Fig. 1: track usage over the die
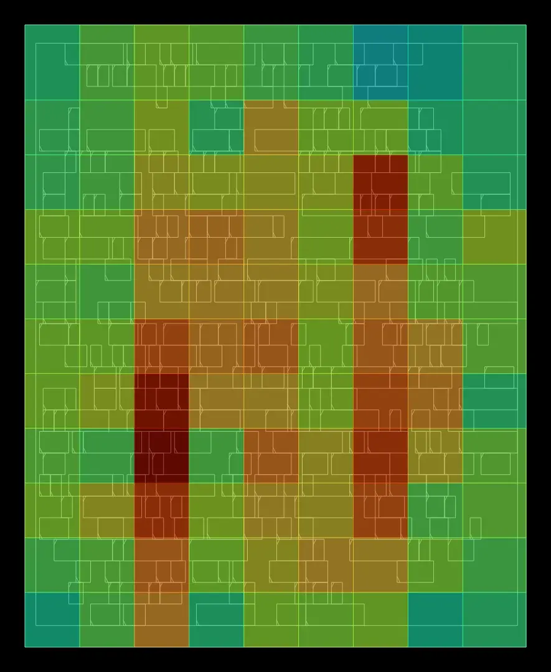
Fig. 2: a small window of the routed layout
Bar = 5 um. Window x 22 to 42, y 45 to 65 um. Cells in grey, sequential cells in the stronger grey; small squares are vias.
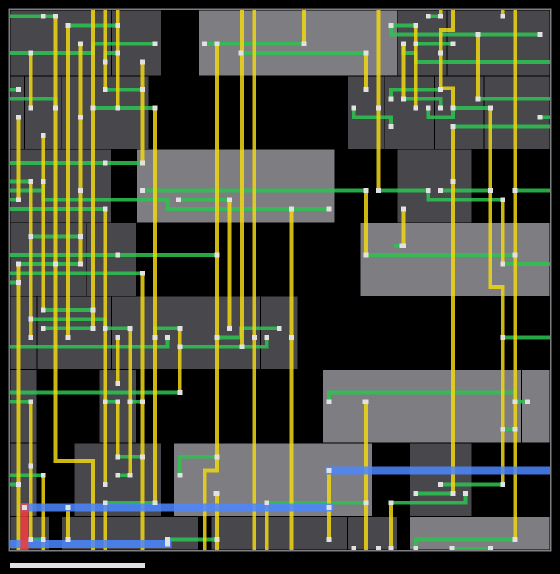
Fig. 3: register map, names as in the netlist
Bar = 20 um. Other sequential cells in the stronger grey, the rest of the logic in the fainter grey.
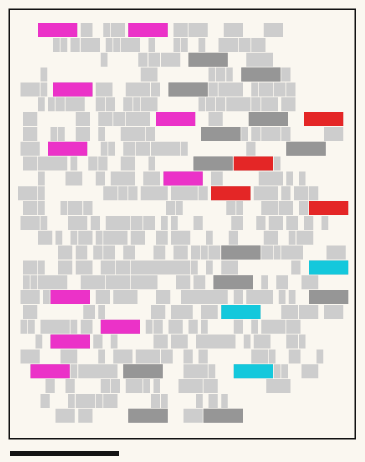
Fig. 4: signal wires by layer
Bar = 20 um.
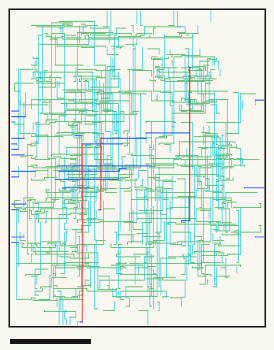
<file path="src/rtl/dll_pkg.sv">
// Shared types and constants for the DLL delay-code controller:
// FSM state encoding, step direction values and the default code width.
package dll_pkg;

  localparam int DLL_CODE_W = 10;

  localparam logic DIR_UP = 1'b1;
  localparam logic DIR_DN = 1'b0;

  typedef enum logic [1:0] {
    ST_SARRST = 2'd0,
    ST_SEARCH = 2'd1,
    ST_TRACK  = 2'd2
  } dll_state_e;

endpackage

</file>
<file path="src/rtl/dll_track_ctrl_if.sv">
// Bundle between the DLL controller, the SAR and the phase comparator.
// There is no valid/ready handshake: comp and restart are sampled on every clk4 edge.
interface dll_track_ctrl_if import dll_pkg::*; #(
  parameter int WIDTH = DLL_CODE_W
);
  logic             comp;
  logic             restart;
  logic [WIDTH-1:0] sar_q;
  logic             sar_rst_n;
  logic [WIDTH-1:0] code;
  logic             tracking;
  logic             lock;

  modport master (
    input  comp, restart, sar_q,
    output sar_rst_n, code, tracking, lock
  );

  modport slave (
    output comp, restart, sar_q,
    input  sar_rst_n, code, tracking, lock
  );
endinterface

</file>
<file path="src/rtl/dll_vote_filter.sv">
// Signed majority filter on the phase comparator: emits a single-cycle step_up/step_dn
// when the net vote reaches +/-VOTE_TH, then restarts the count from zero.
module dll_vote_filter import dll_pkg::*; #(
  parameter int VOTE_TH = 4
) (
  input  logic clk4,
  input  logic rst,
  input  logic clr,
  input  logic en,
  input  logic comp,
  output logic step_up,
  output logic step_dn
);
  localparam int AW = $clog2(VOTE_TH) + 2;
  localparam logic signed [AW-1:0] ONE    = 1;
  localparam logic signed [AW-1:0] TH_POS = AW'(VOTE_TH);
  localparam logic signed [AW-1:0] TH_NEG = -TH_POS;

  logic signed [AW-1:0] acc_q, acc_d, acc_nxt;

  always_comb begin
    acc_nxt = comp ? (acc_q + ONE) : (acc_q - ONE);
    step_up = en && !clr && (acc_nxt == TH_POS);
    step_dn = en && !clr && (acc_nxt == TH_NEG);
    acc_d   = acc_q;
    if (clr || step_up || step_dn) begin
      acc_d = '0;
    end else if (en) begin
      acc_d = acc_nxt;
    end
  end

  always_ff @(posedge clk4) begin
    if (rst) begin
      acc_q <= '0;
    end else begin
      acc_q <= acc_d;
    end
  end

endmodule

</file>
<file path="src/rtl/dll_track_ctrl.sv">
// DLL delay-code controller: runs the SAR coarse search, captures its code, then
// owns the code with filtered +/-1 tracking and reports lock.
module dll_track_ctrl import dll_pkg::*; #(
  parameter int WIDTH         = DLL_CODE_W,
  parameter int SEARCH_CYCLES = 10,
  parameter int VOTE_TH       = 4,
  parameter int LOCK_FLIPS    = 4,
  parameter int UNLOCK_RUN    = 8
) (
  input  logic       clk4,
  input  logic       rst,
  dll_track_ctrl_if.master bus,
  output dll_state_e dbg_state
);
  localparam int SCW = (SEARCH_CYCLES > 1) ? $clog2(SEARCH_CYCLES) : 1;
  localparam int FW  = $clog2(LOCK_FLIPS + 1);
  localparam int RW  = $clog2(UNLOCK_RUN + 1);
  localparam logic [SCW-1:0]   SEARCH_LAST = SCW'(SEARCH_CYCLES - 1);
  localparam logic [FW-1:0]    FLIPS_MAX   = FW'(LOCK_FLIPS);
  localparam logic [RW-1:0]    RUN_MAX     = RW'(UNLOCK_RUN);
  localparam logic [RW-1:0]    RUN_ONE     = RW'(1);
  localparam logic [WIDTH-1:0] CODE_MAX    = {WIDTH{1'b1}};

  dll_state_e       state_q, state_d;
  logic [SCW-1:0]   search_cnt_q, search_cnt_d;
  logic [WIDTH-1:0] track_code_q, track_code_d;
  logic [FW-1:0]    flip_cnt_q, flip_cnt_d;
  logic [RW-1:0]    run_cnt_q, run_cnt_d;
  logic             last_dir_q, last_dir_d;
  logic             lock_q, lock_d;
  logic             sar_rst_n_q, sar_rst_n_d;
  logic             in_track, step_up, step_dn;

  assign in_track = (state_q == ST_TRACK);

  dll_vote_filter #(.VOTE_TH(VOTE_TH)) u_vote (
    .clk4    (clk4),
    .rst     (rst),
    .clr     (bus.restart),
    .en      (in_track),
    .comp    (bus.comp),
    .step_up (step_up),
    .step_dn (step_dn)
  );

  // State register together with the datapath flops it sequences.
  always_ff @(posedge clk4) begin
    if (rst) begin
      state_q      <= ST_SARRST;
      sar_rst_n_q  <= 1'b0;
      search_cnt_q <= '0;
      track_code_q <= '0;
      flip_cnt_q   <= '0;
      run_cnt_q    <= '0;
      last_dir_q   <= DIR_DN;
      lock_q       <= 1'b0;
    end else begin
      state_q      <= state_d;
      sar_rst_n_q  <= sar_rst_n_d;
      search_cnt_q <= search_cnt_d;
      track_code_q <= track_code_d;
      flip_cnt_q   <= flip_cnt_d;
      run_cnt_q    <= run_cnt_d;
      last_dir_q   <= last_dir_d;
      lock_q       <= lock_d;
    end
  end

  always_comb begin
    state_d = state_q;
    if (bus.restart) begin
      state_d = ST_SARRST;
    end else begin
      case (state_q)
        ST_SARRST: state_d = ST_SEARCH;
        ST_SEARCH: if (search_cnt_q == SEARCH_LAST) state_d = ST_TRACK;
        ST_TRACK:  state_d = ST_TRACK;
        default:   state_d = ST_SARRST;
      endcase
    end
    // SAR reset comes straight from a flop so the asynchronous SAR reset never glitches.
    sar_rst_n_d = (state_d != ST_SARRST);
  end

  always_comb begin
    search_cnt_d = search_cnt_q;
    track_code_d = track_code_q;
    flip_cnt_d   = flip_cnt_q;
    run_cnt_d    = run_cnt_q;
    last_dir_d   = last_dir_q;
    lock_d       = lock_q;
    if (bus.restart) begin
      search_cnt_d = '0;
      flip_cnt_d   = '0;
      run_cnt_d    = '0;
      lock_d       = 1'b0;
    end else begin
      case (state_q)
        ST_SARRST: search_cnt_d = '0;
        ST_SEARCH: begin
          if (search_cnt_q == SEARCH_LAST) begin
            search_cnt_d = '0;
            track_code_d = bus.sar_q;
          end else begin
            search_cnt_d = search_cnt_q + 1'b1;
          end
        end
        ST_TRACK: begin
          if (step_up || step_dn) begin
            // A saturated code still counts as a step for lock bookkeeping.
            if (step_up) begin
              if (track_code_q != CODE_MAX) track_code_d = track_code_q + 1'b1;
            end else begin
              if (track_code_q != '0) track_code_d = track_code_q - 1'b1;
            end
            if (step_up != last_dir_q) begin
              flip_cnt_d = (flip_cnt_q == FLIPS_MAX) ? flip_cnt_q : flip_cnt_q + 1'b1;
              run_cnt_d  = RUN_ONE;
            end else begin
              run_cnt_d  = (run_cnt_q == RUN_MAX) ? run_cnt_q : run_cnt_q + 1'b1;
              flip_cnt_d = '0;
            end
            last_dir_d = step_up ? DIR_UP : DIR_DN;
            if (flip_cnt_d == FLIPS_MAX) begin
              lock_d = 1'b1;
            end else if (run_cnt_d == RUN_MAX) begin
              lock_d = 1'b0;
            end
          end
        end
        default: ;
      endcase
    end
  end

  always_comb begin
    bus.sar_rst_n = sar_rst_n_q;
    bus.tracking  = in_track;
    bus.lock      = lock_q;
    bus.code      = in_track ? track_code_q : bus.sar_q;
    dbg_state     = state_q;
  end

endmodule

</file>
<file path="src/flat_wrapper.sv">
// flat-port wrapper written by rule: the top's interface ports become plain ports
module dll_track_ctrl_flat import dll_pkg::*;
#(
  parameter int WIDTH         = DLL_CODE_W,
  parameter int SEARCH_CYCLES = 10,
  parameter int VOTE_TH       = 4,
  parameter int LOCK_FLIPS    = 4,
  parameter int UNLOCK_RUN    = 8
)
  (clk4, rst, dbg_state, bus_comp, bus_restart, bus_sar_q, bus_sar_rst_n, bus_code, bus_tracking, bus_lock);
  dll_track_ctrl_if #(.WIDTH(WIDTH)) bus_i ();
  input  logic clk4;
  input  logic rst;
  output dll_state_e dbg_state;
  input wire logic [$bits(bus_i.comp)-1:0] bus_comp;
  input wire logic [$bits(bus_i.restart)-1:0] bus_restart;
  input wire logic [$bits(bus_i.sar_q)-1:0] bus_sar_q;
  output wire logic [$bits(bus_i.sar_rst_n)-1:0] bus_sar_rst_n;
  output wire logic [$bits(bus_i.code)-1:0] bus_code;
  output wire logic [$bits(bus_i.tracking)-1:0] bus_tracking;
  output wire logic [$bits(bus_i.lock)-1:0] bus_lock;
  assign bus_i.comp = bus_comp;
  assign bus_i.restart = bus_restart;
  assign bus_i.sar_q = bus_sar_q;
  assign bus_sar_rst_n = bus_i.sar_rst_n;
  assign bus_code = bus_i.code;
  assign bus_tracking = bus_i.tracking;
  assign bus_lock = bus_i.lock;
  dll_track_ctrl #(.WIDTH(WIDTH), .SEARCH_CYCLES(SEARCH_CYCLES), .VOTE_TH(VOTE_TH), .LOCK_FLIPS(LOCK_FLIPS), .UNLOCK_RUN(UNLOCK_RUN)) u_core (.clk4(clk4), .rst(rst), .bus(bus_i), .dbg_state(dbg_state));
endmodule
</file>
<file path="config.mk">
export PLATFORM = sky130hd
export DESIGN_NAME = dll_track_ctrl_flat
export DESIGN_NICKNAME = d
export VERILOG_FILES = /design/src/rtl/dll_pkg.sv /design/src/rtl/dll_track_ctrl_if.sv /design/src/rtl/dll_vote_filter.sv /design/src/rtl/dll_track_ctrl.sv /design/src/flat_wrapper.sv
export SDC_FILE = /design/constraint.sdc
export NUM_CORES = 1
export LEC_CHECK = 0
export CORE_ASPECT_RATIO = 1.25
export CORE_UTILIZATION = 45
export CTS_BUF_LIST = sky130_fd_sc_hd__clkbuf_4 sky130_fd_sc_hd__clkbuf_8
export DETAILED_ROUTE_END_ITERATION = 16
export PLACE_DENSITY = 0.65
export SLEW_MARGIN = 25
export SYNTH_ARGS = -nofsm -noshare
export SYNTH_HDL_FRONTEND = slang
export SYNTH_SLANG_ARGS = --single-unit
</file>
<file path="constraint.sdc">
create_clock -name clk4 -period 4.75 [get_ports clk4]
set_input_delay 1.1875 -clock clk4 [delete_from_list [all_inputs] [get_ports clk4]]
set_output_delay 1.1875 -clock clk4 [all_outputs]
set_load 0.1 [all_outputs]
</file>
==> flow_summary.json <==
{
  "status": "finished clean",
  "p_switching_uw": 160,
  "hp-start": "u_core.u_vote.acc_q[2]$_SDFFE_PP0P_",
  "post-cts-setup-buffers": 0,
  "yosys_cells": 268,
  "dr.first_iter.drc_count": 88,
  "h-tree-depth": 2,
  "flop_cell": "dfxtp_1",
  "ys_sh_adder": 0.120,
  "ir_drop_uv": 121,
  "synthSimpleGateAreaFrac": 0.266,
  "nClkBuffers": 5,
  "place.gp.congestion": 0.883,
  "grt_first_pass_wirelength_um": 8270,
  "tightestPinTransition_ps": 966,
  "rsz0062_at_grt": "false",
  "drive_above_1_share": 0.143,
  "die_w_um": 63.2,
  "die_area_um2": 4960,
  "cp.depth": 15,
  "gr-total-overflow": 0,
  "ys_sh_mux": 0.0196,
  "cts_resized": 0,
  "cpMostUsedCell": "buf_4",
  "final_cell_area_um2": 2590,
  "antenna_found_initial": 0,
  "ys_sh_xor": 0.0612,
  "top_area_frac": 0.285,
  "cts_buffer_depth": 2,
  "crit_buf_inv": 4,
  "drt-pass1-iter-count": 4,
  "comb_cells": 216,
  "buf_share": 0.138,
  "lay_top_cells": "45 x nand2_1, 30 x dfxtp_1, 26 x nor2_1, 25 x buf_4, 19 x a21oi_1",
  "warnings": 30,
  "yosys.area.top_type": "dfxtp_1",
  "crit_slowest_cell": "or4_4",
  "fin_util": 0.581,
  "cts-buffers-inserted": 5,
  "total_power_uw": 590,
  "min_period_ps": 4420,
  "comb_share": 0.544,
  "insertion_delay_ps": 290,
  "setup_viol": 0,
  "inv_count": 11,
  "holdPathStages": 2,
  "dieHeight_um": 78.5,
  "rows": 27,
  "hold_class": "reg -> reg"
}
About Fig. 1:
GR peak layer: met2
All-Layer GR Usage: 0.210
GR Layer Usage met2: 0.391

About Fig. 2:
Key: red = M4; green = M1; yellow = M2; blue = M3
Sequential cells in the window: 5. 25 logic cells have their middle in the window. Most frequent: ha_1 (5), dfxtp_1 (5). Netlist names of flops here include u_core.dbg_state (2), u_core.track_code_q (2).

About Fig. 3:
Key: magenta = u_core.track_code_q [flops 10]; cyan = u_core.flip_cnt_q [flops 3]; red = u_core.run_cnt_q [flops 4, where right middle]

About Fig. 4:
Key: blue = M3 [wire length 139 um]; cyan = M2 [wire length 2,340 um]; red = M4 [wire length 100 um]; green = M1 [wire length 2,150 um]

metrics by stage:
step | setup TNS [ps] | setup WS, ps
2_1_floorplan | 0 | 34.1
3_3_place_gp | -69.6 | -34.9
3_5_place_dp | -236 | -114
4_1_cts | 0 | 168
5_1_grt | 0 | 80.1
6_report | 0 | 331
worst register-to-register path: stages (launching register included):
cell and delay (ps):
dfxtp_1 360, fa_1 410, xor2_1 200, nand3_1 120, or4_4 570, buf_4 170, buf_4 150, ha_1 210
nor3_1 160, o21ai_0 110, a31oi_1 260, xnor2_1 150, nand2_1 80, a311oi_2 260
